**src/rtl/serial_sub_pkg.sv**
```systemverilog
// Shared types and constants for the bit-serial subtractor.
// Also carries a word-level difference function used as a reference.
package serial_sub_pkg;

  localparam int DEF_WIDTH = 4;

  typedef enum logic [1:0] {
    IDLE  = 2'd0,
    SHIFT = 2'd1,
    DONE  = 2'd2
  } state_t;

  function automatic logic [DEF_WIDTH-1:0] ref_diff(input logic [DEF_WIDTH-1:0] x,
                                                    input logic [DEF_WIDTH-1:0] y);
    return x - y;
  endfunction

endpackage

```
**src/rtl/serial_sub_cell.sv**
```systemverilog
// One-bit full subtractor: diff = x - y - bin, with borrow out.
module serial_sub_cell (
  input  logic x,
  input  logic y,
  input  logic bin,
  output logic diff,
  output logic bout
);

  assign diff = x ^ y ^ bin;
  assign bout = (~x & y) | (~(x ^ y) & bin);

endmodule

```
**src/rtl/serial_sub.sv**
```systemverilog
// Bit-serial subtractor d = a - b, LSB first, one bit per clock, with
// parallel load on start and a one-cycle done pulse carrying the result.
module serial_sub
  import serial_sub_pkg::*;
#(
  parameter int WIDTH = DEF_WIDTH
) (
  input  logic             clk,
  input  logic             rst,
  input  logic             start,
  input  logic [WIDTH-1:0] a,
  input  logic [WIDTH-1:0] b,
  output logic             busy,
  output logic             done,
  output logic [WIDTH-1:0] d,
  output logic             bout,
  output logic             ovf
);

  localparam int CNT_W = $clog2(WIDTH + 1);

  state_t           state;
  state_t           state_next;
  logic [WIDTH-1:0] ra;
  logic [WIDTH-1:0] rb;
  logic [WIDTH-1:0] rd;
  logic             borrow;
  logic [CNT_W-1:0] cnt;
  logic             cell_diff;
  logic             cell_bout;
  logic             last_bit;
  logic [WIDTH-1:0] rd_next;

  serial_sub_cell u_cell (
    .x    (ra[0]),
    .y    (rb[0]),
    .bin  (borrow),
    .diff (cell_diff),
    .bout (cell_bout)
  );

  assign last_bit = (cnt == CNT_W'(WIDTH - 1));
  assign rd_next  = {cell_diff, rd[WIDTH-1:1]};
  assign busy     = (state == SHIFT);
  assign done     = (state == DONE);

  // NOTE: next state gets a default before the case so no path leaves it
  // unassigned; otherwise synthesis infers a latch.
  always_comb begin
    state_next = state;
    case (state)
      IDLE:    if (start) state_next = SHIFT;
      SHIFT:   if (last_bit) state_next = DONE;
      DONE:    state_next = IDLE;
      default: state_next = IDLE;
    endcase
  end

  // NOTE: sequential state uses non-blocking assignments so every register
  // samples the pre-edge values regardless of statement order.
  always_ff @(posedge clk) begin
    if (rst) state <= IDLE;
    else     state <= state_next;
  end

  always_ff @(posedge clk) begin
    if (rst) begin
      ra     <= '0;
      rb     <= '0;
      rd     <= '0;
      borrow <= 1'b0;
      cnt    <= '0;
      d      <= '0;
      bout   <= 1'b0;
      ovf    <= 1'b0;
    end else begin
      case (state)
        IDLE: begin
          if (start) begin
            ra     <= a;
            rb     <= b;
            rd     <= '0;
            borrow <= 1'b0;
            cnt    <= '0;
          end
        end
        SHIFT: begin
          ra     <= ra >> 1;
          rb     <= rb >> 1;
          rd     <= rd_next;
          borrow <= cell_bout;
          cnt    <= cnt + CNT_W'(1);
          if (last_bit) begin
            // On the last bit ra[0]/rb[0] hold the captured operand MSBs.
            d    <= rd_next;
            bout <= cell_bout;
            ovf  <= (ra[0] ^ rb[0]) & (cell_diff ^ ra[0]);
          end
        end
        default: ;
      endcase
    end
  end

endmodule

```
**config.mk**
```make
export PLATFORM = sky130hd
export DESIGN_NAME = serial_sub
export DESIGN_NICKNAME = d
export VERILOG_FILES = /design/src/rtl/serial_sub_pkg.sv /design/src/rtl/serial_sub_cell.sv /design/src/rtl/serial_sub.sv
export SDC_FILE = /design/constraint.sdc
export NUM_CORES = 1
export LEC_CHECK = 0
export ABC_AREA = 1
export CAP_MARGIN = 20
export CORE_MARGIN = 2
export CORE_UTILIZATION = 50
export DETAILED_ROUTE_END_ITERATION = 12
export HOLD_SLACK_MARGIN = 0.05
export PLACE_DENSITY = 0.84
export SKIP_CTS_REPAIR_TIMING = 1
export SLEW_MARGIN = 20
export SYNTH_ARGS = -nofsm -noshare
export SYNTH_HDL_FRONTEND = slang
export SYNTH_HIERARCHICAL = 1
export SYNTH_SLANG_ARGS = --single-unit
```
**constraint.sdc**
```tcl
create_clock -name clk -period 2.9 [get_ports clk]
set_input_delay 0.58 -clock clk [delete_from_list [all_inputs] [get_ports clk]]
set_output_delay 0.58 -clock clk [all_outputs]
set_load 0.02 [all_outputs]
```
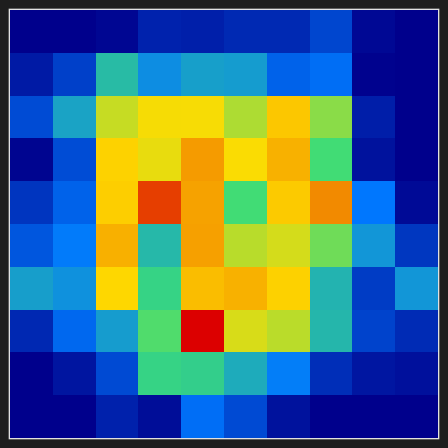
Run 1: wiring heat map
10 x 10 tiles, from dark blue (low) to red (high), scaled to the fullest tile. Values are wire area over tile area, all layers added.
31% of the tiles are over half the peak. The fullest tile reaches 0.41. The densest ninth of the die: middle. The mean over all tiles is 0.14. 16% of the tiles are nearly empty.

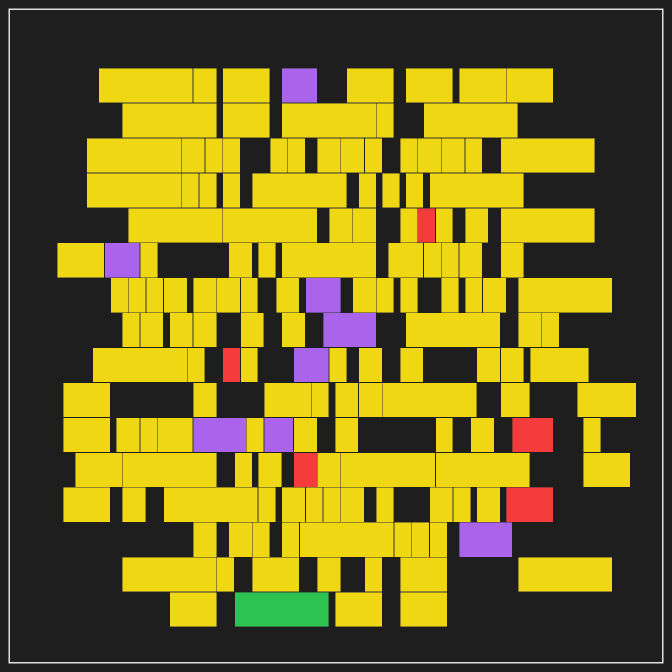
Run 1: cell sizes after repair
Red is _2 cells, cells 5, most used inv_2. Yellow is _0 and _1 cells, cells 143, most used nand3_1. Green is _6 and larger, cells 1, most used nand2_8. Purple is _3 and _4 cells, cells 8, most used clkbuf_4.
Plain + repair buffers: 19
Finished Cell Area: 1279 um^2
Worst Slack Setup Final: 0.4320 ns
area delta synth->final: 16.93%

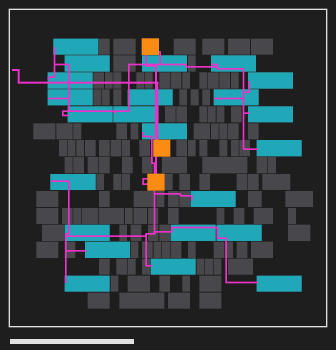
Run 1: clock network drawn from the DEF
Scale bar: 20 um.
Orange is clock drivers, count 3. Magenta is clock wires, length 247 um. Cyan is flip-flops, count 23.
There are 4 routed clock nets. Position of the flops: all over the die.
clock network power share: 0.255
Clock Skew: 0.004823 ns
Worst-Skew Late Latency: 0.31 ns
Power Clock: 147 uW

==> ci_impl_report.md, run 1 <==
### Metrics collected by this job

| Metric | Value |
|---|---|
| Total CTS buffers | 3 |
| Initial antenna violation count | 0 |
| GRT Residual Overflow | 0 |
| Area-dominant class | logic gates |
| Setup_tns | 0 ns |
| Crit path time final | 2.468 ns |
| Critical path origin | state[0]$_SDFFE_PP0P_ |
| Combinational share of power | 0.156 |
| Comb area share | 0.3816 |
| Hold slack | 0.4834 ns |
| Post-synth top area cell | dfxtp_1 |
| Number of enable flip-flop cells | 0 |
| WHS Path Cells | 1 |
| CP arrival | 1.89 ns |
| Status | finished clean |
| DRC violations left | 0 |
| Adder Area Share | 0.04119 |
| Top Layout Cells | 29 x nand3_1, 24 x nand2_1, 23 x dfxtp_1 |
| Sw Pwr | 159.5 uW |
| Tapcells | 27 |
| Drt first-iter violations | 14 |
| Die height | 50.77 um |
| Met1 Resource Use GR | 0.2189 |
| Slew Viols, Final | 0 |
| Register share after synthesis | 0.4211 |
| Top_reg_cell synth | dfxtp_1 |
| Worst r2r dst | ovf$_SDFFE_PP0P_ |
| Top cells by area | dfxtp_1 42%, nand3_1 13%, nand2_1 8.2%, inv_1 6.2%, a21oi_1 5.5% |
| Slowest stage delay, CP | 0.63 ns |
| MUX share of area | 0 |
| Log Warnings | 26 |
| Vias in the first global route | 925 |
| Signal buffers share of area | 0.1468 |
| Std cell rows | 16 |
| Yosys warnings | 6 |
| Final core occ | 0.6324 |
| Flip-flops | 23 |
| Register area | 460.4 um^2 |
| Slew Limit Headroom | 0.7437 |
## Run 2: what changed since run 1
==> constraint.sdc (replaced) <==
create_clock -name clk -period 2.3 [get_ports clk]
set_input_delay 0.46 -clock clk [delete_from_list [all_inputs] [get_ports clk]]
set_output_delay 0.46 -clock clk [all_outputs]
set_load 0.02 [all_outputs]
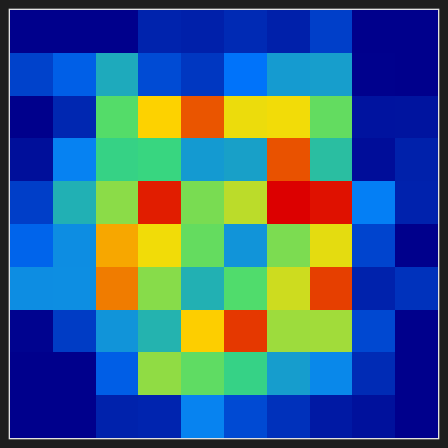
Run 2: wiring heat map
10 x 10 tiles, from dark blue (low) to red (high), scaled to the fullest tile. Values are wire area over tile area, all layers added.
gr usage total: 0.1868
final wirelength: 2.113 mm
average routed wire per standard cell: 11.48 um
Vias: 952

==> run 2 against run 1 <==
Sequential cell count unchanged. Via count up 0.32%. Final cell count unchanged. Synthesized area unchanged. Hold slack better by 0.0033 ns. Utilization up 0.31 points. Sequential power up 26%. Clock power up 28%. Critical path depth up 1. Wire length down 6.2%. Cell area up 0.49%. Worst setup slack worse by 0.31 ns. Largest cell class unchanged. Largest power group unchanged.
==> ci_impl_report.md, run 2 <==
### Metrics collected by this job

| Metric | Value |
|---|---|
| Finished Cell Area | 1285 um^2 (+0.49%) |
| Post-synth top area cell | dfxtp_1 |
| WHS Path Cells | 2 (+1) |
| Area delta synth->final | 17.51% |
| Register area | 464.2 um^2 (+0.82%) |
| Die height | 50.77 um (unchanged) |
| M1 WL | 903 um |
| Sw Pwr | 200.0 uW (+25%) |
| Drt first-iter violations | 22 (+8) |
| First-pass iteration count of the detailed router | 4 |
| Std cell rows | 16 (unchanged) |
| Log Warnings | 26 (unchanged) |
| Total CTS buffers | 3 (unchanged) |
| Worst Slack Setup Final | 0.1184 ns (-0.3137 ns) |
| Top Layout Cells | 29 x nand3_1, 24 x nand2_1, 22 x dfxtp_1 |
| Area-dominant class | logic gates |
| GRT Residual Overflow | 0 (unchanged) |
| Plain + repair buffers | 19 (unchanged) |
| MUX share of area | 0 (unchanged) |
| Signal buffers share of area | 0.1461 (-0.0007139) |
| Hold slack | 0.4867 ns (+0.003311 ns) |
| Combinational share of power | 0.153 (-0.003) |
| Slew Limit Headroom | 0.7837 (+0.04003) |
| Critical-path top delay cell | clkdlybuf4s50_1 |
| Clock Skew | 0.004588 ns (-0.0002349 ns) |
| CP delay by family, top | buffers and inverters |
| Slew Viols, Final | 0 (unchanged) |
| Vias in the first global route | 870 (-5.9%) |
| Tapcells | 27 (unchanged) |
| Clock network power share | 0.258 (+0.003) |
| Register share after synthesis | 0.4211 (unchanged) |
| Mapped Avg Cell Area | 7.811 um^2 |
| Hold WC Path Type | reg -> reg |
| Number of enable flip-flop cells | 0 (unchanged) |
| Power Clock | 188 uW (+28%) |
| Status | finished clean |
| Adder Area Share | 0.04119 (unchanged) |
| Initial antenna violation count | 0 (unchanged) |
| Top_reg_cell synth | dfxtp_1 |
| Worst-Skew Late Latency | 0.31 ns (about the same) |
| Critical path origin | state[1]$_SDFFE_PP0P_ |
| Top cells by area | dfxtp_1 42%, nand3_1 13%, nand2_1 8.2%, inv_1 6.2%, a21oi_1 5.5% |
| Flip-flops | 23 (unchanged) |
| Commonest Layout Cell | nand3_1 |
| CP arrival | 1.72 ns (-0.17 ns) |
| Setup_tns | 0 ns (unchanged) |
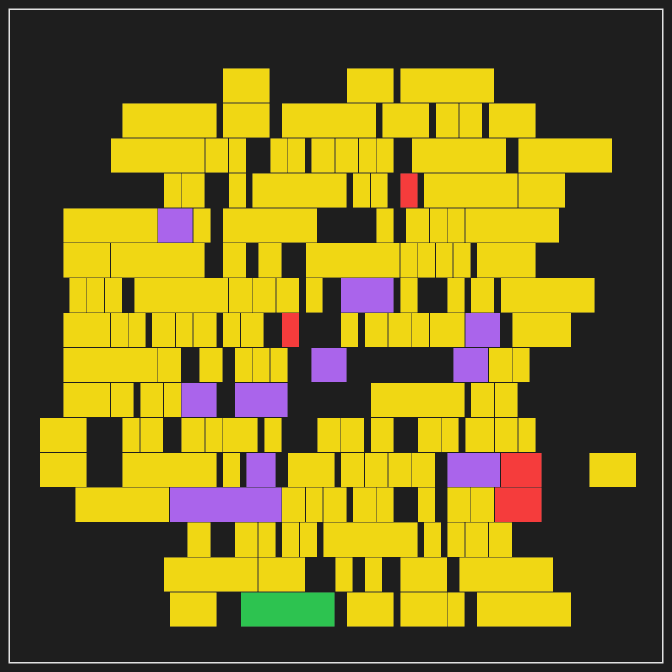
Run 2: cell sizes after repair
Yellow is _0 and _1 cells, cells 142, most used nand3_1. Red is _2 cells, cells 4, most used inv_2. Green is _6 and larger, cells 1, most used nand2_8. Purple is _3 and _4 cells, cells 10, most used clkbuf_4.

Power and IR drop assume default switching activity.
